Run 1, metal 3:
The bar under the picture is 50 um long.
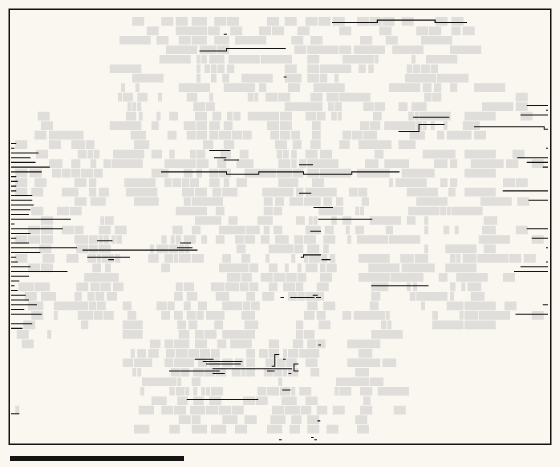
Run 1, clock nets:
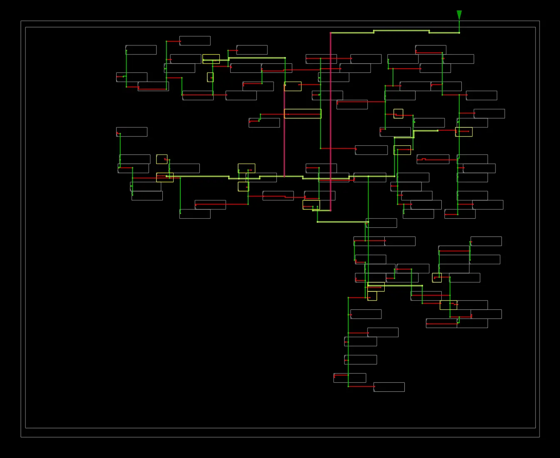
Run 1, met2 routing:
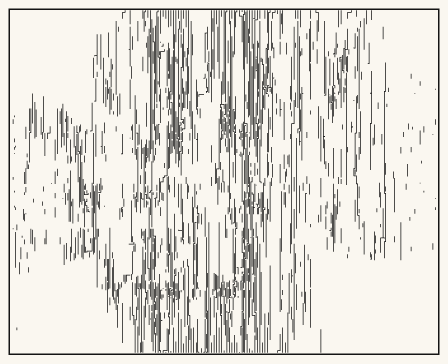
==> src/rtl/layer_mixer_pkg.sv <==
// Shared definitions for the layer mixer: display mode encodings, the default
// transparent key colour and a per-channel dimming helper.
package layer_mixer_pkg;

    typedef enum logic [1:0] {
        MODE_SPLASH = 2'd0,
        MODE_PLAY   = 2'd1,
        MODE_PAUSE  = 2'd2,
        MODE_END    = 2'd3
    } mode_e;

    localparam logic [11:0] KEY_COLOR_DEFAULT = 12'hF0F;

    // Widest pixel the dim helper handles; narrower pixels are zero-extended.
    localparam int unsigned MAX_RGB_W = 48;

    // Halve each channel of ch_w bits: shift right by one, clearing each channel MSB.
    function automatic logic [MAX_RGB_W-1:0] dim_rgb(input logic [MAX_RGB_W-1:0] rgb,
                                                     input int unsigned ch_w);
        logic [MAX_RGB_W-1:0] res;
        res = '0;
        for (int unsigned i = 0; i < MAX_RGB_W - 1; i++) begin
            if ((i % ch_w) != (ch_w - 1)) begin
                res[i] = rgb[i+1];
            end
        end
        return res;
    endfunction

endpackage

==> src/rtl/layer_mixer_prio_enc.sv <==
// Combinational priority encoder: lowest set request bit wins.
// Ports: req   - per-layer request vector (bit 0 highest priority)
//        idx   - winning index, NUM_LAYERS when nothing is requested
//        found - at least one request bit is set
module layer_prio_enc
    import layer_mixer_pkg::*;
#(
    parameter int unsigned NUM_LAYERS = 8,
    parameter int unsigned IDX_W      = $clog2(NUM_LAYERS + 1)
) (
    input  logic [NUM_LAYERS-1:0] req,
    output logic [IDX_W-1:0]      idx,
    output logic                  found
);

    // Scan from the lowest priority upward so the last hit is the lowest index.
    always_comb begin
        idx   = IDX_W'(NUM_LAYERS);
        found = 1'b0;
        for (int i = NUM_LAYERS - 1; i >= 0; i--) begin
            if (req[i]) begin
                idx   = IDX_W'(i);
                found = 1'b1;
            end
        end
    end

endmodule

==> src/rtl/layer_mixer.sv <==
// N-layer pixel compositor with frame-latched display mode and layer mask,
// frame-counted hit-flash and per-frame layer-0 overlap accumulation.
// Ports: clk/rst (async, active high); pix_valid, frame_start, layer_en,
//        layer_rgb, layer_mask, bg_rgb, splash_rgb, mode, flash_req in;
//        out_rgb, out_valid, hit_layer (2-cycle latency), collision_vec,
//        flashing out. All outputs are registered.
module layer_mixer
    import layer_mixer_pkg::*;
#(
    parameter int unsigned       NUM_LAYERS   = 8,
    parameter int unsigned       RGB_W        = 12,
    parameter logic [RGB_W-1:0]  KEY_COLOR    = RGB_W'(KEY_COLOR_DEFAULT),
    parameter int unsigned       FLASH_FRAMES = 6,
    parameter int unsigned       IDX_W        = $clog2(NUM_LAYERS + 1)
) (
    input  logic                        clk,
    input  logic                        rst,
    input  logic                        pix_valid,
    input  logic                        frame_start,
    input  logic [NUM_LAYERS-1:0]       layer_en,
    input  logic [NUM_LAYERS*RGB_W-1:0] layer_rgb,
    input  logic [NUM_LAYERS-1:0]       layer_mask,
    input  logic [RGB_W-1:0]            bg_rgb,
    input  logic [RGB_W-1:0]            splash_rgb,
    input  logic [1:0]                  mode,
    input  logic                        flash_req,
    output logic [RGB_W-1:0]            out_rgb,
    output logic                        out_valid,
    output logic [IDX_W-1:0]            hit_layer,
    output logic [NUM_LAYERS-1:0]       collision_vec,
    output logic                        flashing
);

    localparam int unsigned CH_W = RGB_W / 3;
    localparam int unsigned FC_W = $clog2(FLASH_FRAMES + 1);

    mode_e                 mode_q;
    logic [NUM_LAYERS-1:0] mask_q;
    logic [FC_W-1:0]       flash_cnt;
    logic [FC_W-1:0]       flash_nxt;
    logic [NUM_LAYERS-1:0] acc;

    logic [NUM_LAYERS-1:0] opaque_c;
    logic [IDX_W-1:0]      win_idx_c;
    logic                  win_found_c;
    logic [RGB_W-1:0]      win_rgb_c;

    logic                  s1_valid;
    logic [RGB_W-1:0]      s1_rgb;
    logic [IDX_W-1:0]      s1_idx;
    logic [NUM_LAYERS-1:0] s1_opaque;
    logic [RGB_W-1:0]      s1_splash;

    logic [NUM_LAYERS-1:0] hit_bits_c;
    logic [RGB_W-1:0]      out_rgb_d;
    logic [IDX_W-1:0]      hit_layer_d;

    // Opaque = covering, enabled by the latched mask, and not the key colour.
    always_comb begin
        opaque_c = '0;
        for (int k = 0; k < NUM_LAYERS; k++) begin
            opaque_c[k] = layer_en[k] && mask_q[k] &&
                          (layer_rgb[k*RGB_W +: RGB_W] != KEY_COLOR);
        end
    end

    layer_prio_enc #(
        .NUM_LAYERS (NUM_LAYERS),
        .IDX_W      (IDX_W)
    ) u_prio_enc (
        .req   (opaque_c),
        .idx   (win_idx_c),
        .found (win_found_c)
    );

    // Winner colour mux, background when no layer is opaque.
    always_comb begin
        win_rgb_c = bg_rgb;
        for (int k = 0; k < NUM_LAYERS; k++) begin
            if (win_found_c && (win_idx_c == IDX_W'(k))) begin
                win_rgb_c = layer_rgb[k*RGB_W +: RGB_W];
            end
        end
    end

    // Stage 1 pipeline register.
    always_ff @(posedge clk or posedge rst) begin
        if (rst) begin
            s1_valid  <= 1'b0;
            s1_rgb    <= '0;
            s1_idx    <= IDX_W'(NUM_LAYERS);
            s1_opaque <= '0;
            s1_splash <= '0;
        end else begin
            s1_valid  <= pix_valid;
            s1_rgb    <= win_rgb_c;
            s1_idx    <= win_idx_c;
            s1_opaque <= opaque_c;
            s1_splash <= splash_rgb;
        end
    end

    // Stage 2 mode mapping; blank output when no valid pixel is in flight.
    always_comb begin
        out_rgb_d   = '0;
        hit_layer_d = IDX_W'(NUM_LAYERS);
        if (s1_valid) begin
            case (mode_q)
                MODE_PLAY: begin
                    out_rgb_d   = ((flash_cnt != '0) && flash_cnt[0]) ? ~s1_rgb : s1_rgb;
                    hit_layer_d = s1_idx;
                end
                MODE_PAUSE: begin
                    out_rgb_d   = RGB_W'(dim_rgb(MAX_RGB_W'(s1_rgb), CH_W));
                    hit_layer_d = s1_idx;
                end
                default: begin
                    out_rgb_d   = s1_splash;
                    hit_layer_d = IDX_W'(NUM_LAYERS);
                end
            endcase
        end
    end

    always_ff @(posedge clk or posedge rst) begin
        if (rst) begin
            out_rgb   <= '0;
            out_valid <= 1'b0;
            hit_layer <= IDX_W'(NUM_LAYERS);
        end else begin
            out_rgb   <= out_rgb_d;
            out_valid <= s1_valid;
            hit_layer <= hit_layer_d;
        end
    end

    // Frame-latched mode and mask.
    always_ff @(posedge clk or posedge rst) begin
        if (rst) begin
            mode_q <= MODE_SPLASH;
            mask_q <= '1;
        end else if (frame_start) begin
            mode_q <= mode_e'(mode);
            mask_q <= layer_mask;
        end
    end

    // Flash counter: a request (re)loads and beats a same-cycle frame decrement.
    always_comb begin
        flash_nxt = flash_cnt;
        if (flash_req) begin
            flash_nxt = FC_W'(FLASH_FRAMES);
        end else if (frame_start && (flash_cnt != '0)) begin
            flash_nxt = flash_cnt - FC_W'(1);
        end
    end

    always_ff @(posedge clk or posedge rst) begin
        if (rst) begin
            flash_cnt <= '0;
            flashing  <= 1'b0;
        end else begin
            flash_cnt <= flash_nxt;
            flashing  <= (flash_nxt != '0);
        end
    end

    // Overlap of layer 0 with every other opaque layer, occluded or not.
    always_comb begin
        hit_bits_c = '0;
        if (s1_valid && s1_opaque[0]) begin
            hit_bits_c = {s1_opaque[NUM_LAYERS-1:1], 1'b0};
        end
    end

    // Publish at frame start; a same-cycle hit seeds the new frame's accumulator.
    always_ff @(posedge clk or posedge rst) begin
        if (rst) begin
            acc           <= '0;
            collision_vec <= '0;
        end else if (frame_start) begin
            collision_vec <= acc;
            acc           <= hit_bits_c;
        end else begin
            acc           <= acc | hit_bits_c;
        end
    end

endmodule

==> config.mk <==
export PLATFORM = sky130hd
export DESIGN_NAME = layer_mixer
export DESIGN_NICKNAME = d
export VERILOG_FILES = /design/src/rtl/layer_mixer_pkg.sv /design/src/rtl/layer_mixer_prio_enc.sv /design/src/rtl/layer_mixer.sv
export SDC_FILE = /design/constraint.sdc
export NUM_CORES = 1
export LEC_CHECK = 0
export ABC_CLOCK_PERIOD_IN_PS = 2400
export CAP_MARGIN = 15
export CORE_ASPECT_RATIO = 0.8
export CORE_UTILIZATION = 24
export CTS_BUF_LIST = sky130_fd_sc_hd__clkbuf_4 sky130_fd_sc_hd__clkbuf_8
export CTS_CLUSTER_SIZE = 28
export DETAILED_ROUTE_END_ITERATION = 6
export PLACE_DENSITY = 0.48
export SLEW_MARGIN = 20
export SYNTH_ARGS = -nofsm -noshare
export SYNTH_HDL_FRONTEND = slang
export SYNTH_SLANG_ARGS = --single-unit
==> constraint.sdc <==
create_clock -name clk -period 2.4 [get_ports clk]
set_input_delay 0.48 -clock clk [delete_from_list [all_inputs] [get_ports clk]]
set_output_delay 0.48 -clock clk [all_outputs]
set_load 0.005 [all_outputs]
==> results.sh, run 1 <==
# source this file to load flow results
export IMPL_setup_slack_ns=-0.0143
export IMPL_tightest_slew_ns=0.626
export IMPL_startpoint_type="primary input"
export IMPL_fillerInstances=1761
export IMPL_fp_util_pct=24.6
export IMPL_overflow=0
export IMPL_yosysCellCount=434
export IMPL_globalplace_congestion=0.866
export IMPL_met1_length_mm=7.42
export IMPL_antenna_cells=0
export IMPL_warning_count=27
export IMPL_flop_cell="dfrtp_1"
export IMPL_largest_class="non-clock buffers"
export IMPL_grt_busiest_layer="met2"
export IMPL_syn_inst=434
export IMPL_cts_htree_levels=3
export IMPL_irDropWorstVdd_mv=0.248
export IMPL_hold_end="acc[2]$_DFF_PP0_"
export IMPL_cp_top_family="buffers and inverters"
export IMPL_drive_above_1_share_pct=26.3
export IMPL_comb_area_um2=2370
export IMPL_drv_slew=0
export IMPL_nets=838
export IMPL_end_kind="register"
export IMPL_ys_sh_simple_pct=18.1
export IMPL_avgSynthCellArea_um2=10.3
export IMPL_period_needed_ns=2.41
export IMPL_cp_arrival_ns=2.66
export IMPL_avgRoutedWirePerCell_um=17.1
export IMPL_status="finished, violations left"
export IMPL_clock_area_share_pct=2.59
export IMPL_p_per_area_nw_per_um2=512
export IMPL_logic_gate_count=299
export IMPL_max_cap_violations=0
export IMPL_taps=253
export IMPL_place_area_um2=7100
export IMPL_netlist_area_leader_share_pct=40.2
export IMPL_logic_family="AND-OR/OR-AND gates"
export IMPL_grt_max_degree=37
export IMPL_ff2ff_path_depth=9
export IMPL_core_area_um2=18200
export IMPL_comb_share_pct=30.9
export IMPL_top_regs="out_rgb x12, s1_rgb x12, s1_splash x12"
export IMPL_critPathMostFrequentCell="buf_4"
export IMPL_drc=0
export IMPL_die_h_um=124
export IMPL_edf_count=0
export IMPL_max_freq_mhz=414
export IMPL_pin_count=169
export IMPL_synthTopCellsByCount="dfrtp_1 (72), nand2_1 (34), o21ai_0 (28)"
export IMPL_port_buffers=167
export IMPL_first_pass_iters=4
export IMPL_floorplan_nets=581
export IMPL_grt_pass1_vias=4511
export IMPL_synthAdderAreaFrac_pct=1.12
export IMPL_die_w_um=155
export IMPL_muxShareOfSynthArea_pct=6.44
export IMPL_ys_ff=82
export IMPL_violations="setup timing"
export IMPL_hold_buffers=0
export IMPL_dp_hpwl_mm=13.2
export IMPL_die_area_um2=19200
export IMPL_finalCritPeriodShare_pct=101
export IMPL_grt_pass1_wl_mm=24.9
export IMPL_syn2layout_area_growth_pct=71.2
export IMPL_setup_viol=1
export IMPL_seqCellArea_um2=2060
export IMPL_synth_seq_share_pct=46.0
export IMPL_place_inst=915
export IMPL_min_from="s1_opaque[2]$_DFF_PP0_"
export IMPL_drt_iter0_markers=219
export IMPL_clock_sinks=82
export IMPL_top_cells_by_area="dfrtp_1 (40%), dfstp_2 (5.9%), mux2_2 (3.8%)"
export IMPL_grtUsageTotal_pct=17.2
export IMPL_root_buffer="clkbuf_8"
-- 'metal 3' (at the start) --
The layer holds 4.4% of the routed length. The wires run mostly horizontal.
DR vias: 4434
met3 usage: 3.48%
Routed WL: 16.3 mm

-- 'clock nets' (at the start) --
flop count: 82
CTS Buf Count: 9

-- 'met2 routing' (at the start) --
The layer holds 48% of the routed length. 751 nets have wire on it.
grt met2 use: 27.4%

## run 1: cell usage in the layout (no fill, tap or decap), types with 3 or more instances in the layout
cell type and count:
clkdlybuf4s50_1 141, buf_4 99, dfrtp_1 72, nand2_1 34, nor2_1 21, dlymetal6s2s_1 20
o21ai_0 19, inv_1 18, nand4b_1 15, o311a_1 15, nand2b_1 15, mux2_2 15
and2_1 14, nand3_1 13, xor2_1 12, a22oi_1 12, mux2i_1 11, a221oi_1 10
o21ai_1 10, dfstp_2 10, a21boi_0 9, clkbuf_8 9, a41oi_1 8, o22ai_1 8
o221ai_1 7, buf_6 7, dlygate4sd2_1 6, nor2b_1 5, o311ai_2 5, buf_12 5
nand4bb_4 4, o22ai_2 4, ha_1 4, nand4bb_1 3, clkbuf_4 3
## run 1: worst max-delay path by stage
stage	to	slack, ns	start
final	s1_rgb[2]$_DFF_PP0_	-0.01	layer_rgb[76]
after global routing	s1_rgb[2]$_DFF_PP0_	-0.1	layer_rgb[76]
after CTS	s1_rgb[4]$_DFF_PP0_	0.002	layer_rgb[28]
after detailed placement	s1_rgb[10]$_DFF_PP0_	-0.53	layer_rgb[12]
after global placement	s1_rgb[10]$_DFF_PP0_	-0.49	layer_rgb[17]
after floorplan	s1_rgb[1]$_DFF_PP0_	0.12	layer_rgb[29]
## run 1: stage by stage
step | util, % | total power [mW]
finish | 42.1 | 3.93
global placement | 38.9 | 2.83
global route | 42.1 | 4.14
floorplan | - | 2.17
CTS | 40.6 | 3.91
detailed placement | 38.9 | 2.85
## run 1: report_power, final
part,leakage (nW),total (mW),internal [mW],switching (mW)
sequential,1.01,1.64,1.54,0.0957
clock,0.105,1.01,0.518,0.492
combinational,2.25,1.28,0.747,0.535
total,3.36,3.93,2.80,1.12
Run 1, signal wires on met4:
Supply wires on this layer in gray.
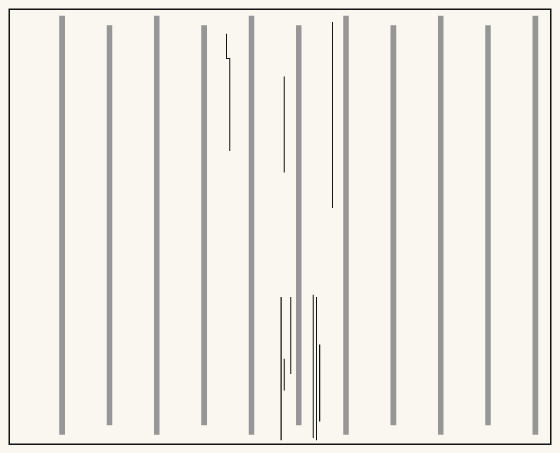

--- run 2 (diff from run 1) ---
ABC_AREA = 1   (was not set)
PLACE_DENSITY = 0.47   (was 0.48)
RECOVER_POWER = 50   (was not set)
Run 2, signal wires on met4:
Supply wires on this layer in gray.
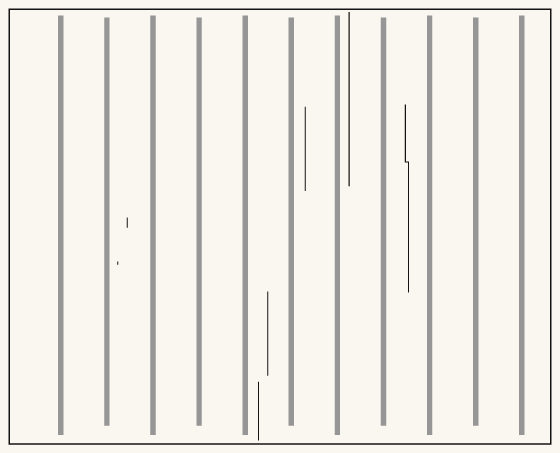
6 nets have wire on it. The layer carries 176 um of wire. The longest straight run is 51.0 um. The layer holds 1.1% of the routed length.
DR vias: 4978
Routed WL: 16.9 mm

==> results.sh, run 2 <==
# source this file to load flow results
export IMPL_hp_class="in -> reg"
export IMPL_dp_hpwl_mm=12.7
export IMPL_drc=0
export IMPL_avgRoutedWirePerCell_um=14.5
export IMPL_lay_top_count="nand2_1"
export IMPL_globalplace_congestion=0.837
export IMPL_die_area_um2=20300
export IMPL_netlist_area_leader_share_pct=38.1
export IMPL_die_h_um=128
export IMPL_via_per_inst=4.28
export IMPL_flop_cell="dfrtp_1"
export IMPL_root_buffer="clkbuf_8"
export IMPL_min_from="layer_rgb[85]"
export IMPL_startpoint_type="primary input"
export IMPL_max_freq_mhz=436
export IMPL_ys_ff=82
export IMPL_cp_startpoint="layer_rgb[15]"
export IMPL_port_buffers=167
export IMPL_setup_viol=0
export IMPL_drv_slew=0
export IMPL_nets=1045
export IMPL_cp_top_family="simple AND/OR/NAND/NOR gates"
export IMPL_period_needed_ns=2.30
export IMPL_fin_util_pct=42.9
export IMPL_p_per_area_nw_per_um2=501
export IMPL_drive_above_1_share_pct=28.2
export IMPL_grt_max_degree=83
export IMPL_hold_buffers=0
export IMPL_tightest_slew_ns=1.11
export IMPL_grtUsageTotal_pct=16.6
export IMPL_clock_sinks=82
export IMPL_end_kind="register"
export IMPL_syn_inst=640
export IMPL_synth_dominant_cell_count="nand2_1"
export IMPL_fp_util_pct=24.7
export IMPL_floorplan_nets=787
export IMPL_ys_area_um2=4730
export IMPL_avgSynthCellArea_um2=7.39
export IMPL_place_inst=1116
export IMPL_overflow=0
export IMPL_first_pass_iters=5
export IMPL_core_area_um2=19100
export IMPL_setup_slack_ns=0.105
export IMPL_synthTopCellsByCount="nand2_1 (201), inv_1 (81), dfrtp_1 (72)"
export IMPL_pin_count=169
export IMPL_max_cap_violations=0
export IMPL_drt_iter0_markers=238
export IMPL_worst_path_buf_inv=3
export IMPL_p_total_mw=4.12
export IMPL_yosysCellCount=640
export IMPL_top_cells_by_area="dfrtp_1 (38%), nand2_1 (16%), inv_1 (6.4%)"
export IMPL_grt_pass1_wl_mm=25.9
export IMPL_die_w_um=159
export IMPL_synth_seq_share_pct=43.7
export IMPL_irDropWorstVdd_mv=0.247
export IMPL_status="finished, final reports clean"
export IMPL_edf_count=0
export IMPL_cp_arrival_ns=2.60
export IMPL_numCtsBuffers=9
export IMPL_warning_count=28
export IMPL_syn2layout_area_growth_pct=73.8
export IMPL_final_cell_mix="nand2_1 (174), buf_4 (76), dfrtp_1 (72), clkdlybuf4s50_1 (70), inv_1 (68)"
export IMPL_top_regs="out_rgb x12, s1_rgb x12, s1_splash x12"
export IMPL_place_area_um2=7230
export IMPL_grt_pass1_vias=4823
run 2: cells by family after synthesis:
logic type / Yosys count / share of synthesized area (%)
buffers and inverters: 117 / 10.2
AND-OR/OR-AND: 118 / 15.1
XOR/XNOR: 3 / 0.556
other: 1 / 0.0793
adder cells (fa/ha/maj): 4 / 1.06
AND/OR/NAND/NOR: 315 / 29.4
flip-flops: 82 / 43.7
run 2: layout make-up:
class | count | area, um^2
fill | 1993 | 10900
timing repair buffer | 268 | 2710
clock buffer | 9 | 124
tap | 258 | 323
inverter | 92 | 377
timing repair inverter | 1 | 6.26
clock inverter | 7 | 70.1
multi-input combinational | 444 | 2540
sequential | 82 | 2060
antenna | 2 | 5.00
run 2: final timing paths:
kind,to,depth (start not counted)
min,s1_rgb[1]$_DFF_PP0_,3
max in group asynchronous,s1_splash[4]$_DFF_PP0_,3
max reg2reg,s1_rgb[5]$_DFF_PP0_,15
min reg2reg,acc[2]$_DFF_PP0_,1
max,s1_rgb[5]$_DFF_PP0_,14
min in group asynchronous,out_rgb[0]$_DFF_PP0_,3
run 2: metal layers:
| layer | vias to the layer above | global-route usage, % | share of wire, % |
|---|---|---|---|
| met1 | 2260 | 23.9 | 51 |
| met3 | 16 | 3.47 | 4.7 |
| li1 | 2566 | - | - |
| met5 | - | 0 | 0.15 |
| met2 | 132 | 25.2 | 43 |
| met4 | 4 | 3.96 | 1.0 |
run 2: timing repair:
| item | CTS | global route |
|---|---|---|
| setup buffers | 8 | 15 |
| pin swaps | 38 | 75 |
| cloned | 4 | 3 |
| hold endpoints to repair | 0 | 0 |
| setup endpoints to repair | 12 | 12 |
| gates resized | 81 | 152 |
run 2: where the power goes:
group	switching [mW]	internal (mW)
Clock	0.590	0.404
Sequential	0.0950	1.55
Combinational	0.731	0.744
Power is estimated from default activity; no workload was simulated.
